### Placed standard cells

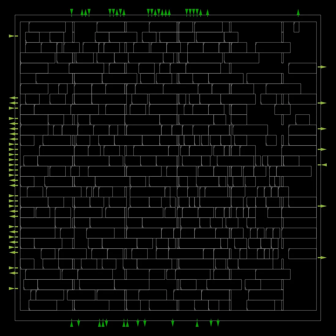
### Cell classes on the final placement

(3 px per um)
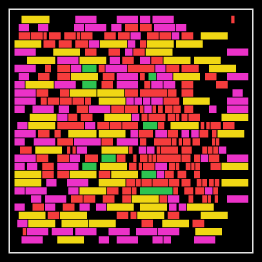
$ cat src/rtl/ca_run_ctrl.sv
// ca_run_ctrl: run sequencer for the cellular-automaton array.
// Latches a rule, seed, generation count and boundary mode on start. It loads the seed,
// lets the array evolve for the requested number of generations, then freezes it and
// reports the final row with a one-cycle done pulse.
// Optional feature macro: CA_FIXPOINT_EN (stop early when the row stops changing).
module ca_run_ctrl #(
  parameter int unsigned WIDTH = 8,
  parameter int unsigned GEN_W = 8
) (
  input  logic             clk,
  input  logic             rst,
  input  logic             start,
  input  logic [7:0]       rule_in,
  input  logic [WIDTH-1:0] seed,
  input  logic [GEN_W-1:0] gens,
  input  logic [1:0]       bmode,
  input  logic [WIDTH-1:0] ca_out,
  output logic [7:0]       ca_rule,
  output logic [WIDTH-1:0] ca_state,
  output logic             ca_set_state,
  output logic             ca_left,
  output logic             ca_right,
  output logic             busy,
  output logic             done,
  output logic [WIDTH-1:0] result,
  output logic [GEN_W-1:0] gen_count,
  output logic             fixpoint
);

  localparam logic [1:0] IDLE = 2'd0;
  localparam logic [1:0] LOAD = 2'd1;
  localparam logic [1:0] RUN  = 2'd2;
  localparam logic [1:0] HOLD = 2'd3;

  logic [1:0]       state_q, state_d;
  logic [WIDTH-1:0] seed_q;
  logic [GEN_W-1:0] gens_q;
  logic [1:0]       bmode_q;
  logic [GEN_W-1:0] cnt_q;
  logic [GEN_W-1:0] cnt_inc;
  logic             last_gen;

  assign cnt_inc  = cnt_q + 1'b1;
  assign last_gen = (cnt_inc == gens_q);

`ifdef CA_FIXPOINT_EN
  logic [WIDTH-1:0] prev_q;
  logic             fp_hit_q;
  logic             stalled;
  // The first RUN cycle has no valid previous row, so it never counts as stalled.
  assign stalled = (cnt_q != '0) && (ca_out == prev_q);
`endif

  // Next-state decode.
  always_comb begin
    state_d = state_q;
    case (state_q)
      IDLE: if (start) state_d = LOAD;
      LOAD: state_d = (gens_q == '0) ? HOLD : RUN;
      RUN: begin
        if (last_gen) state_d = HOLD;
`ifdef CA_FIXPOINT_EN
        else if (stalled) state_d = HOLD;
`endif
      end
      default: state_d = IDLE;
    endcase
  end

  // Array control: every state except RUN reloads the array, which freezes it.
  always_comb begin
    busy         = (state_q != IDLE);
    ca_set_state = (state_q != RUN);
    case (state_q)
      IDLE:    ca_state = result;
      LOAD:    ca_state = seed_q;
      default: ca_state = ca_out;
    endcase
  end

  // Boundary drive from the latched mode; mode 11 behaves as zeros.
  always_comb begin
    case (bmode_q)
      2'b01: begin
        ca_left  = 1'b1;
        ca_right = 1'b1;
      end
      2'b10: begin
        ca_left  = ca_out[WIDTH-1];
        ca_right = ca_out[0];
      end
      default: begin
        ca_left  = 1'b0;
        ca_right = 1'b0;
      end
    endcase
  end

  // Sequencer state, run parameters and the reported results.
  always_ff @(posedge clk or posedge rst) begin
    if (rst) begin
      state_q   <= IDLE;
      seed_q    <= '0;
      gens_q    <= '0;
      bmode_q   <= 2'b00;
      cnt_q     <= '0;
      ca_rule   <= 8'h00;
      result    <= '0;
      gen_count <= '0;
      done      <= 1'b0;
`ifdef CA_FIXPOINT_EN
      prev_q    <= '0;
      fp_hit_q  <= 1'b0;
      fixpoint  <= 1'b0;
`endif
    end else begin
      state_q <= state_d;
      done    <= 1'b0;
      case (state_q)
        IDLE: begin
          if (start) begin
            ca_rule  <= rule_in;
            seed_q   <= seed;
            gens_q   <= gens;
            bmode_q  <= bmode;
            cnt_q    <= '0;
`ifdef CA_FIXPOINT_EN
            fp_hit_q <= 1'b0;
            fixpoint <= 1'b0;
`endif
          end
        end
        RUN: begin
          cnt_q <= cnt_inc;
`ifdef CA_FIXPOINT_EN
          prev_q <= ca_out;
          if (stalled && !last_gen) fp_hit_q <= 1'b1;
`endif
        end
        HOLD: begin
          result    <= ca_out;
          gen_count <= cnt_q;
          done      <= 1'b1;
`ifdef CA_FIXPOINT_EN
          fixpoint  <= fp_hit_q;
`endif
        end
        default: ;
      endcase
    end
  end

`ifndef CA_FIXPOINT_EN
  assign fixpoint = 1'b0;
`endif

endmodule

$ cat config.mk
export PLATFORM = sky130hd
export DESIGN_NAME = ca_run_ctrl
export DESIGN_NICKNAME = d
export VERILOG_FILES = /design/src/rtl/ca_run_ctrl.sv
export SDC_FILE = /design/constraint.sdc
export NUM_CORES = 1
export LEC_CHECK = 0
export ABC_CLOCK_PERIOD_IN_PS = 1900
export CAP_MARGIN = 20
export CORE_UTILIZATION = 43
export DETAILED_ROUTE_END_ITERATION = 10
export PLACE_DENSITY_LB_ADDON = 0.12
export SLEW_MARGIN = 20
export SYNTH_ARGS = -nofsm -noshare
export SYNTH_HDL_FRONTEND = slang
export SYNTH_SLANG_ARGS = --single-unit
$ cat constraint.sdc
create_clock -name clk -period 1.9 [get_ports clk]
set_clock_uncertainty 0.15 [all_clocks]
set_input_delay 0.285 -clock clk [delete_from_list [all_inputs] [get_ports clk]]
set_output_delay 0.285 -clock clk [all_outputs]
set_load 0.1 [all_outputs]
==> flow_summary_export.csv <==
group,metric,value,unit
clock_tree,ctsHoldBuffers,0,
worst_setup_path,reg2reg_depth,9,
status,outcome,"complete, but fails checks",
yosys,synth.avg_cell_area,11.48,um2
worst_setup_path,cp_cell_sequence,"inv_4, ha_4, nor2_4, buf_8, nand2_1, nand2_4, buf_12",
final_timing,fin_crit,2.044,ns
worst_setup_path,rrSetupSlack,-0.13,ns
worst_setup_path,r2r-start,"state_q[0]",
route,dr_total_vias,2188,
yosys,synth_warnings,0,
worst_setup_path,crit_fanout,8,
yosys,syn_area,0.002663,mm2
global_route,antenna_found_initial,0,
placement,dp_hpwl,4.692,mm
clock_tree,clk_pin_slew_worst_paths,0.10,ns
final_layout,layout_top_cell,"dfrtp_1",
yosys,synth_top_area_share,49.81,%
final_timing,timing.hold.ws,0.1701,ns
final_layout,fin_nets,375,
placement,place_inst,388,
final_timing,max_freq,489.3,MHz
yosys,ys_seq_share,49.81,%
worst_setup_path,arrival,1.61,ns
placement,dp_slack,-0.03586,ns
worst_setup_path,r2r-end,"state_q[0]",
run,cap_violations,0,
clock_tree,numCtsBuffers,5,
final_layout,diodes,0,
route,avgRoutedWirePerCell,17.85,um
clock_tree,cts_root_buf,"clkbuf_8",
global_route,grt_pass1_vias,2200,
route,avgViaCountPerCell,5.389,
clock_tree,cts_max_path_buffers,2,
final_timing,period_used_share,107.6,%
placement,gp_congestion,0.8511,
worst_setup_path,cp-start-kind,"register",
final_timing,finalSetupTns,-1.572,ns
yosys,ys_cells,232,
yosys,ys.flops,53,
status,violations,"setup timing",
final_layout,syn2layout_area_growth,68.05,%
run,warnings,34,
final_layout,drive_gt1_share,53.47,%
route,drt_first_iter_violations,114,
worst_setup_path,slowest_stage,"dfrtp_2",
final_timing,rsz0062_at_grt,"yes",
yosys,yosysTopAreaCell,"dfrtp_1",
clock_tree,cts_tree,"yes",
yosys,ys_top_cells_by_area,"dfrtp_1 50%, mux2_2 18%, nand2_1 4.4%, ha_1 3.8%, a22oi_1 2.3%",
global_route,grt_remaining_overflow,0,
route,dr.pass1.iters,4,
global_route,grt_pass1_wl,11.09,mm
final_timing,fin_ws,-0.1437,ns
global_route,track_usage,23.06,%
route,drtAntennaViolNets,0,
floorplanning,initial_core_util,44.71,%
floorplanning,die_y,80.69,um
clock_tree,clock_latency,0.31,ns
placement,placed_cell_area,0.004084,mm2
floorplanning,die_x,80.69,um
final_timing,slew_viol_final,0,
placement,port_buffers,73,
worst_setup_path,slowest_delay,0.45,ns
final_timing,timing.final.hold_violations,0,
route,routed_wl,7.246,mm
final_timing,setup_violations,16,
yosys,yosys.stat.chipArea,0.002663,mm2
-- 'Placed standard cells' (at the start) --
# rows: 28
Tapcells: 75
final-layout fill cell count: 388

-- 'Cell classes on the final placement' (at the start) --
[clock drivers and dummy loads] green | cells: 8 | share of their area: 2.7%
[other buffers and delay cells] magenta | cells: 104 | share of their area: 32%
[combinational and other logic] red | cells: 166 | share of their area: 35%
[flops] yellow | cells: 53 | share of their area: 30%
Core ar.: 0.005956 mm2
Seq area share: 29.78%
Design Area, Final: 0.004474 mm2
final core utilization: 75.13%

kinds of logic (layout without fill, tap and decap cells):
logic type | after synthesis | after routing | synth area share, %
xor+xnor | 10 | 10 | 3.806
compound gates | 38 | 38 | 10.62
simple gates | 57 | 57 | 10.01
mux | 44 | 44 | 18.51
other cells | 1 | 1 | 0.1408
flops | 53 | 53 | 49.81
fa+ha+maj | 8 | 8 | 3.760
buf+inv | 21 | 120 | 3.337
worst max-delay path: cells and delay by family (launching register included):
kind,cells,cell delay (ns)
adder cells (fa/ha/maj),1,0.19
AND/OR/NAND/NOR,3,0.27
flip-flops,1,0.45
buffers and inverters,3,0.38
state kept, by name, summed over array words and instances (netlist names):
signal	cells
seed_q	8
state_q	2
result	8
gens_q	8
done	1
ca_rule	8
gen_count	8
bmode_q	2
cnt_q	8
area by class of cell:
cell class | instances | area (um2) | share of cell area (%)
Multi-Input combinational cell | 158 | 1481 | 33.11
Sequential cell | 53 | 1333 | 29.78
Timing Repair Buffer | 104 | 1406 | 31.43
Inverter | 8 | 40.04 | 0.8949
Tap cell | 75 | 93.84 | 2.097
Clock inverter | 2 | 37.54 | 0.8389
Clock buffer | 6 | 82.58 | 1.846
cell usage after synthesis:
master	instances
conb_1	1
dfrtp_1	53
o21bai_1	1
and4_2	1
inv_1	8
nor3_2	1
clkbuf_1	7
o211ai_1	2
o21ai_0	5
ha_1	8
mux2i_1	2
xnor2_1	3
xor2_1	6
a21boi_0	1
a32o_1	1
buf_4	1
nand4_1	2
nor3_1	4
mux2_2	42
a21o_1	1
or3b_4	1
o311ai_1	2
buf_2	5
o21ai_1	1
a22o_1	1
nand3_1	3
nor4b_1	1
nor2b_1	2
a211o_1	1
nand2_1	31
a221oi_2	1
o211a_1	1
nand2b_1	1
xnor3_1	1
o32ai_2	1
nor2_1	9
o311ai_2	1
a21oi_1	9
a22oi_1	8
o31ai_1	1
nand3_2	1
worst max-delay path by stage:
stage,start,endpoint,slack [ns]
detailed placement,start,state_q[1],-0.04
global route,state_q[0],ca_state[5],-0.20
global placement,start,state_q[1],-0.004
CTS,state_q[0],ca_state[7],-0.12
floorplan,bmode_q[0],ca_left,-0.05
finish,state_q[0],ca_state[5],-0.14
per-layer routing:
| metal | part of all wire, % | wire length, um | track usage (%) | vias to the layer above |
|---|---|---|---|---|
| met5 | 0 | 0 | 0 | - |
| met1 | 41 | 2980 | 28.50 | 1081 |
| met3 | 5.7 | 410 | 5.114 | 12 |
| met4 | 1.8 | 127 | 7.679 | 0 |
| li1 | - | - | - | 1018 |
| met2 | 51 | 3728 | 39.49 | 77 |
what timing repair did:
action                     4_1_cts  5_1_grt
buffers inserted                10        0
setup endpoints to repair       12       38
hold endpoints to repair         0        0
gates resized                   23       24
pin swaps                       12        5
cloned                           0        1
